$ cat config.mk
export PLATFORM = sky130hd
export DESIGN_NAME = hash_serializer_flat
export DESIGN_NICKNAME = d
export VERILOG_FILES = /design/src/rtl/hash_serializer_if.sv /design/src/rtl/hash_serializer.sv /design/src/flat_wrapper.sv
export SDC_FILE = /design/constraint.sdc
export NUM_CORES = 1
export LEC_CHECK = 0
export ABC_AREA = 1
export CAP_MARGIN = 20
export CORE_MARGIN = 2
export CORE_UTILIZATION = 45
export DETAILED_ROUTE_END_ITERATION = 10
export PLACE_DENSITY = 0.75
export SYNTH_ARGS = -nofsm -noshare
export SYNTH_HDL_FRONTEND = slang
export SYNTH_SLANG_ARGS = --single-unit
$ cat constraint.sdc
create_clock -name clk -period 3.7 [get_ports clk]
set_input_delay 1.11 -clock clk [delete_from_list [all_inputs] [get_ports clk]]
set_output_delay 1.11 -clock clk [all_outputs]
set_load 0.01 [all_outputs]
$ cat src/rtl/hash_serializer_if.sv
// rtl/hash_serializer_if.sv - digest load and byte stream signals of hash_serializer
interface hash_serializer_if #(
  parameter int HASH_W = 256
);
  logic              hash_v_i;
  logic [HASH_W-1:0] hash_i;
  logic              data_ready_i;
  logic              data_v_o;
  logic [7:0]        data_o;
  logic              last_o;
  logic              busy_o;
  logic              ovf_o;

  modport master (
    output hash_v_i, hash_i, data_ready_i,
    input  data_v_o, data_o, last_o, busy_o, ovf_o
  );

  modport slave (
    input  hash_v_i, hash_i, data_ready_i,
    output data_v_o, data_o, last_o, busy_o, ovf_o
  );
endinterface

$ cat src/rtl/hash_serializer.sv
// rtl/hash_serializer.sv - captures one digest and streams it out MSB byte first
module hash_serializer #(
  parameter int HASH_W = 256
) (
  input  logic           clk,
  input  logic           nreset,
  hash_serializer_if.slave bus
);
  localparam int NBYTES = HASH_W / 8;
  localparam int CNT_W  = (NBYTES > 1) ? $clog2(NBYTES) : 1;

  localparam logic [0:0] ST_IDLE = 1'b0;
  localparam logic [0:0] ST_SEND = 1'b1;

  logic [0:0]        state;
  logic [HASH_W-1:0] shreg;
  logic [CNT_W-1:0]  count;
  logic              ovf;

  logic sending;
  logic at_last;
  logic xfer;

  assign sending = (state == ST_SEND);
  assign at_last = (count == CNT_W'(NBYTES - 1));
  assign xfer    = sending && bus.data_ready_i;

  // Outputs depend only on registered state, never directly on inputs.
  assign bus.data_v_o = sending;
  assign bus.busy_o   = sending;
  assign bus.data_o   = sending ? shreg[HASH_W-1 -: 8] : 8'h00;
  assign bus.last_o   = sending && at_last;
  assign bus.ovf_o    = ovf;

  always_ff @(posedge clk or negedge nreset) begin
    if (!nreset) begin
      state <= ST_IDLE;
      shreg <= '0;
      count <= '0;
      ovf   <= 1'b0;
    end else begin
      case (state)
        ST_IDLE: begin
          if (bus.hash_v_i) begin
            shreg <= bus.hash_i;
            count <= '0;
            state <= ST_SEND;
          end
        end
        ST_SEND: begin
          if (xfer && at_last) begin
            // A digest arriving with the final transfer is chained with no bubble.
            if (bus.hash_v_i) begin
              shreg <= bus.hash_i;
              count <= '0;
            end else begin
              state <= ST_IDLE;
            end
          end else begin
            if (xfer) begin
              shreg <= {shreg[HASH_W-9:0], 8'h00};
              count <= count + 1'b1;
            end
            if (bus.hash_v_i) ovf <= 1'b1;
          end
        end
        default: state <= ST_IDLE;
      endcase
    end
  end
endmodule

$ cat src/flat_wrapper.sv
// flat-port wrapper written by rule: the top's interface ports become plain ports
module hash_serializer_flat 
#(
  parameter int HASH_W = 256
)
  (clk, nreset, bus_hash_v_i, bus_hash_i, bus_data_ready_i, bus_data_v_o, bus_data_o, bus_last_o, bus_busy_o, bus_ovf_o);
  hash_serializer_if #(.HASH_W(HASH_W)) bus_i ();
  input  logic clk;
  input  logic nreset;
  input wire logic [$bits(bus_i.hash_v_i)-1:0] bus_hash_v_i;
  input wire logic [$bits(bus_i.hash_i)-1:0] bus_hash_i;
  input wire logic [$bits(bus_i.data_ready_i)-1:0] bus_data_ready_i;
  output wire logic [$bits(bus_i.data_v_o)-1:0] bus_data_v_o;
  output wire logic [$bits(bus_i.data_o)-1:0] bus_data_o;
  output wire logic [$bits(bus_i.last_o)-1:0] bus_last_o;
  output wire logic [$bits(bus_i.busy_o)-1:0] bus_busy_o;
  output wire logic [$bits(bus_i.ovf_o)-1:0] bus_ovf_o;
  assign bus_i.hash_v_i = bus_hash_v_i;
  assign bus_i.hash_i = bus_hash_i;
  assign bus_i.data_ready_i = bus_data_ready_i;
  assign bus_data_v_o = bus_i.data_v_o;
  assign bus_data_o = bus_i.data_o;
  assign bus_last_o = bus_i.last_o;
  assign bus_busy_o = bus_i.busy_o;
  assign bus_ovf_o = bus_i.ovf_o;
  hash_serializer #(.HASH_W(HASH_W)) u_core (.clk(clk), .nreset(nreset), .bus(bus_i));
endmodule
**The metal 1 layer**

Scale: 3 px per um. Supply wires on this layer in gray.
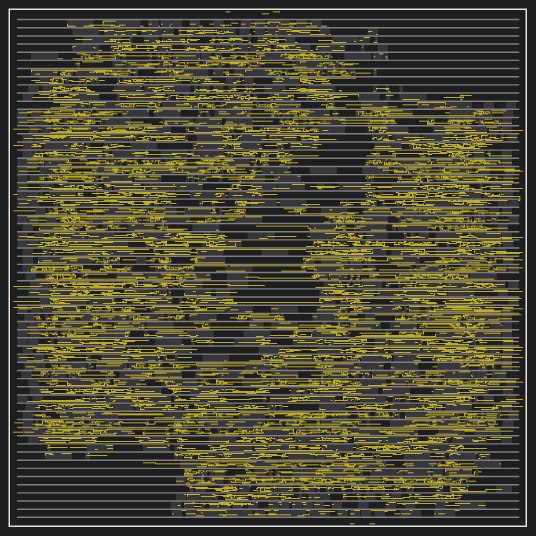
The layer carries 15100 um of wire. The layer holds 44% of the routed length. The longest straight run is 47.4 um. The wires run mostly horizontal. 1974 nets have wire on it.
Total Wirelength: 34670 um
Vias: 11730

==> out/results.txt <==
Outcome: complete, no violations
Post-synth cell types: 20
Io pins: 272
Post-synthesis cell count from yosys: 1752
Worst hold path type: reg -> reg
Hold buffers post-CTS: 0
CTS Buffer Depth: 3
Placed cell count: 2313
Vias in the first global route: 11130
Die area: 29530 um^2
Lkg Pwr: 6.598 nW
CP required: 2590 ps
Vert. Die Dim: 171.8 um
Via density: 4.960
Startpoint types: flop
Htree depth: 1
Total CTS buffers: 28
CP Max Fanout: 4
Mean Syn Cell Area: 7.235 um^2
Clk sinks: 263
Late-Pin Clk Latency: 530 ps
Flops after synth: 263
**Cell density map**

Scale: 2 px per um. The die is cut into 17 by 17 equal tiles; dark blue is low, red is high, 0 to 100% covered.
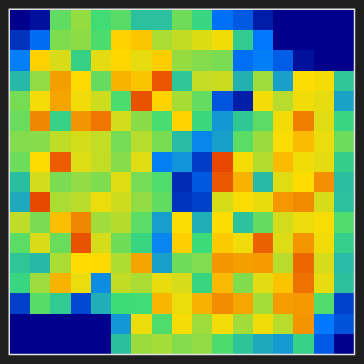
7.6% of the tiles are nearly empty. The fullest tile reaches 92%. The emptiest ninth of the die: upper right. 18% of the tiles are over 75% full.
fp util: 45.63%
post-layout util: 59.66%

## cell type report
| class | instances | area, um^2 | area share (%) |
|---|---|---|---|
| multi-input combinational | 1294 | 5286 | 31.89 |
| clock buffer | 41 | 830.8 | 5.012 |
| inverter | 83 | 316.6 | 1.910 |
| sequential | 263 | 6581 | 39.70 |
| clock inverter | 10 | 75.07 | 0.4529 |
| antenna | 1 | 2.502 | 0.01510 |
| timing repair buffer | 295 | 3010 | 18.16 |
| tap | 378 | 473.0 | 2.853 |
## final timing paths
path	end	cells past startpoint	start
worst max-delay path	bus_last_o	7	u_core.count[1]
worst min register to register	u_core.shreg[231]	2	u_core.shreg[231]
max in group asynchronous	u_core.shreg[229]	2	nreset
worst max register to register	u_core.shreg[232]	10	u_core.count[0]
worst min-delay path	u_core.shreg[231]	2	u_core.shreg[231]
min in group asynchronous	u_core.shreg[209]	1	nreset
## sequential cells by signal, summed over array words and instances (netlist names)
name / count
u_core.shreg: 256
u_core.count: 5
u_core.bus.busy_o: 1
u_core.bus.ovf_o: 1
## where the power goes
| group | switching (mW) | leakage, nW | internal [mW] |
|---|---|---|---|
| logic | 0.787 | 3.58 | 0.656 |
| registers | 0.289 | 2.56 | 3.36 |
| clock network | 1.13 | 0.457 | 1.62 |
## cell usage after synthesis, drive strengths merged
library cell and instances:
o21bai 1, o21ai 228, nand2 360, ha 2, clkbuf 48, nand4 1, a22oi 1, dfrtp 263
buf 64, nand3 48, nor2 653, inv 82, clkinv 1
## stage by stage
step	power, mW	setup slack [ps]
detailed placement	5.144	455.0
floorplan	4.442	1523
CTS	7.908	248.0
global route	8.273	178.5
global placement	5.092	515.1
finish	7.840	257.9
## cells by family after synthesis
kind of cell,after synthesis,synth area share (%)
buf+inv,195,6.663
compound gates,230,9.121
fa+ha+maj,2,0.1974
simple gates,1062,32.10
flops,263,51.92
## layer usage
layer  part of all wire (%)  track usage [%]  vias up  wire [um]
met4                    2.1            5.371        2        717
met1                     44            32.21     5474      15140
li1                       -                -     5826          -
met5                  0.037                0        -         13
met3                    6.8            3.566       55       2354
met2                     47            38.43      373      16450
## cells in the final DEF (no fill, tap or decap)
cell	n
clkdlybuf4s50_1	270
o21bai_1	1
clkinv_2	9
nand2_1	357
nand2_8	3
inv_6	1
buf_8	1
clkbuf_1	6
buf_12	9
ha_1	2
bufinv_16	1
clkbuf_16	29
clkbuf_8	6
nor2_4	1
buf_4	15
nand3_1	48
nor2_1	652
dfrtp_1	263
inv_2	1
nand4_1	1
diode_2	1
o21ai_0	228
inv_1	81
a22oi_1	1
## worst max-delay path: stages, from the launching register on
cell	delay, ps
dfrtp_1	400
ha_1	190
nand2_1	80
nor2_1	100
ha_1	280
nand2_1	90
inv_1	100
clkdlybuf4s50_1	560
Power and IR drop assume default switching activity.
